Figure 1. Congestion heat map.
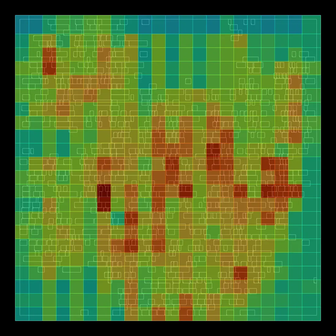
Figure 2. The metal 2 layer.
Bar = 50 um.
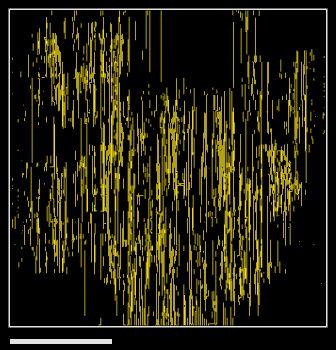
Figure 3. Gate families picked out.
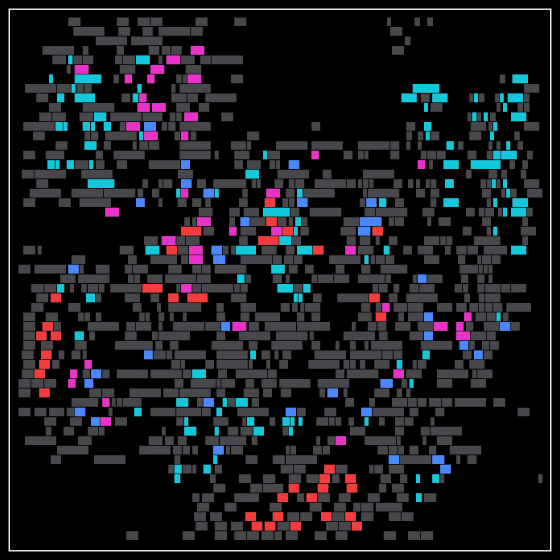
Figure 4. The metal 3 layer.
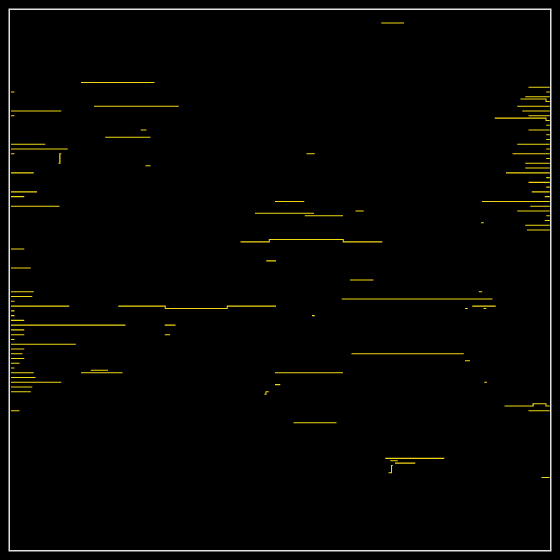
Design slink_bist_tx, sky130hd; sources not shown.
==> results.py <==
# Flow results
metrics = {
    "finish": {
        "final_nets": 1041,
        "syn2layout_area_growth_pct": 63.94,
        "final_cell_area_um2": 9261,
        "drive_gt1_share_pct": 34.84,
        "final-seq-area_um2": 1529,
        "antennaDiodeCount": 0,
        "num-fill-cells": 2286,
        "logic_area_um2": 4638,
    },
    "floorplan": {
        "die_height_um": 154.3,
        "dieArea_um2": 23810,
        "rows": 55,
        "coreArea_um2": 22430,
        "die_w_um": 154.3,
        "ioPinCount": 134,
        "core_util_floorplan_pct": 25.18,
    },
    "critical_path": {
        "cp_max_fo": 5,
        "end_kind": "flop",
        "critical_path.cell_chain": "buf_6 -> buf_4 -> nand2_4 -> nor3_2 -> buf_4 -> and3_4 -> xor2_2 -> ha_1 -> nand4_1 -> buf_6 -> buf_4 -> o31a_1 -> and4_4 -> or4_4 -> a21oi_2",
        "cp.depth": 15,
        "rrSetupSlack_ns": -0.15,
        "max_stage_delay_ns": 0.52,
        "arrival_ns": 3.61,
        "crit_family": "simple AND/OR/NAND/NOR gates",
        "cp.required_ns": 3.46,
        "worstSetupPathType": "reg -> reg",
        "cp-start-kind": "flop",
        "crit_buf_inv": 5,
        "cp_slowest_cell": "or4_4",
        "r2r_cells": 15,
        "crit_path_frequent_cell": "buf_4",
    },
    "synthesis": {
        "numSynthFlops": 61,
        "syn_area_um2": 5649,
        "ys_async_sr_fraction_pct": 100.0,
        "ys_cells": 692,
        "ys_area_um2": 5649,
        "synth-main-ff-cell": "dfrtp_1",
        "syn_area_per_cell_um2": 8.164,
        "yosysTopAreaCellShare_pct": 27.02,
        "synthTopCellsByArea": "dfrtp_1 27%, ha_1 13%, xnor2_1 4.7%, a21oi_1 4.6%, nand2_1 4.0%",
        "synth_seq_share_pct": 27.02,
        "synth_cells": 692,
        "synth.most_common_cell": "dfrtp_1",
        "ys_warn_count": 0,
        "edf_count": 0,
        "largest_area_cell": "dfrtp_1",
        "yosysUniqueCellTypes": 66,
        "common_cells": "61 x dfrtp_1, 60 x nand2_1, 59 x ha_1",
    },
    "placed_design": {
        "dpl.hpwl_mm": 16.27,
        "port_buffers": 131,
        "routabilityCongestion": 0.8197,
        "dpl.cell_count": 1177,
        "postPlaceCellArea_um2": 8005,
        "place_ws_ns": -0.4254,
    },
    "route": {
        "ant_nets": 0,
        "drt_first_pass_iters": 4,
        "detail_route.wl_per_cell_um": 17.94,
        "vias_per_cell": 4.979,
        "drt-initial-drc-count": 263,
        "drc": 0,
    },
    "timing": {
        "hold_viol_final": 0,
        "period_used_pct": 104.7,
        "worstMarginPinSlew_ns": 1.038,
        "setup_slack_ns": -0.1499,
        "slew_headroom_pct": 30.67,
        "fmax_ghz": 0.2985,
        "fin_tns_setup_ns": -1.553,
        "fin_hold_ws_ns": 0.3492,
        "slew_violations": 0,
        "rsz0062_at_grt": "yes",
        "min_period_ns": 3.350,
        "fin_skew_ns": 0.008397,
        "setup_viol": 28,
    },
    "clock_tree": {
        "numCtsBuffers": 9,
        "clockRootBuffer": "clkbuf_16",
        "cts-htree-levels": 3,
        "clock_sinks": 61,
        "ctsLongestPathBuffers": 2,
        "clk_latency_ns": 0.34,
        "clkTransAtPathRegs_ns": 0.06,
        "cts_tree": "done",
    },
    "global_routing": {
        "grt_max_degree": 39,
        "grt_pass1_wl_mm": 32.74,
        "antenna_found_initial": 0,
        "grt_usage_pct": 17.41,
        "grt_pass1_vias": 5936,
        "grt_overflow": 0,
    },
    "worst_hold_path": {
        "whs_path_depth": 0,
        "hp-class": "reg -> reg",
    },
    "pwr": {
        "p_clk_mw": 0.996,
        "p_int_mw": 4.136,
        "p_leak_nw": 4.105,
        "clkPwrFrac_pct": 13.0,
        "p_comb_share_pct": 71.9,
        "ir_drop_mv": 0.4435,
        "pwr-share-seq_pct": 15.1,
        "pg_seq_mw": 1.15,
        "comb_power_mw": 5.49,
        "maxPowerGroup": "combinational logic",
        "p_per_area_nw_per_um2": 824.3,
        "switching_power_mw": 3.498,
        "p_sw_share_pct": 45.82,
        "fin_total_pwr_mw": 7.634,
    },
    "run": {
        "max_cap_violations": 0,
        "log.warning_count": 34,
    },
    "run_status": {
        "violations": "setup timing",
        "outcome": "finished with violations",
    },
}
About Figure 1:
Final Util: 41.28%
M2 GR Usage: 28.49%
met3 Usage GRT: 2.942%
met1 Track Usage GR: 23.79%

About Figure 2:
wire length on this layer: 10300 um
longest straight run: 54.1 um
share of all routed wire: 47%
main direction: vertical
via count: 6035
WL final: 21.75 mm

About Figure 3:
| family | colour | cells |
|---|---|---|
| XOR/XNOR gates | red | 37 |
| NOR gates | cyan | 107 |
| AND-OR and OR-AND gates | blue | 35 |
| AND and OR gates | magenta | 40 |
final cell count without fillers: 1212
most frequent logic cell in the layout: buf_4
Comb/total area: 50.08%

About Figure 4:
share of all routed wire: 3.6%
wire length on this layer: 792 um

==> final cells by class <==
type	count	share of cell area, %
multi-input combinational	556	50.08
timing repair buffer	265	25.22
sequential	61	16.51
tap	285	3.850
clock buffer	9	2.432
inverter	30	1.216
clock inverter	6	0.6890
==> logic make-up (layout without fill, tap and decap cells) <==
family	after synthesis	count (layout)	share of synthesized area [%]
compound gates	171	171	19.36
buf+inv	79	310	6.246
xor+xnor	37	37	5.736
simple gates	264	267	24.83
flops	61	61	27.02
other cells	1	2	0.06638
mux	20	20	3.676
fa+ha+maj	59	59	13.07
==> layer usage <==
metal | global-route usage (%) | wire length (um) | vias up
met1 | 23.79 | 10390 | 2871
met2 | 28.49 | 10280 | 129
met3 | 2.942 | 792 | 22
li1 | - | - | 3013
met5 | 0 | 0 | -
met4 | 4.806 | 292 | 0
==> cell usage in the layout (no fill, tap or decap), types with 6 or more instances in the layout <==
cell type	Yosys	final
dlymetal6s2s_1	0	6
inv_1	29	18
o31ai_1	12	6
buf_6	3	15
a21oi_2	0	16
a31oi_1	14	8
nor2_1	51	43
o21ai_0	31	15
clkbuf_16	0	10
and3_1	12	7
o21ai_1	2	13
buf_4	5	114
a31o_2	6	6
inv_2	0	11
nand2_1	60	56
nor3b_2	0	10
clkdlybuf4s50_1	0	101
a21oi_1	52	36
mux2i_1	14	14
nor3_2	0	6
nand3_1	25	24
dfrtp_1	61	59
ha_1	59	46
nor4_1	12	7
a21o_1	7	7
xnor2_1	30	29
buf_2	8	12
nor3_1	17	9
or4_4	0	7
clkbuf_2	0	12
ha_4	0	13
nand4_1	26	26
nor2b_1	10	10
Power and IR drop assume default switching activity.
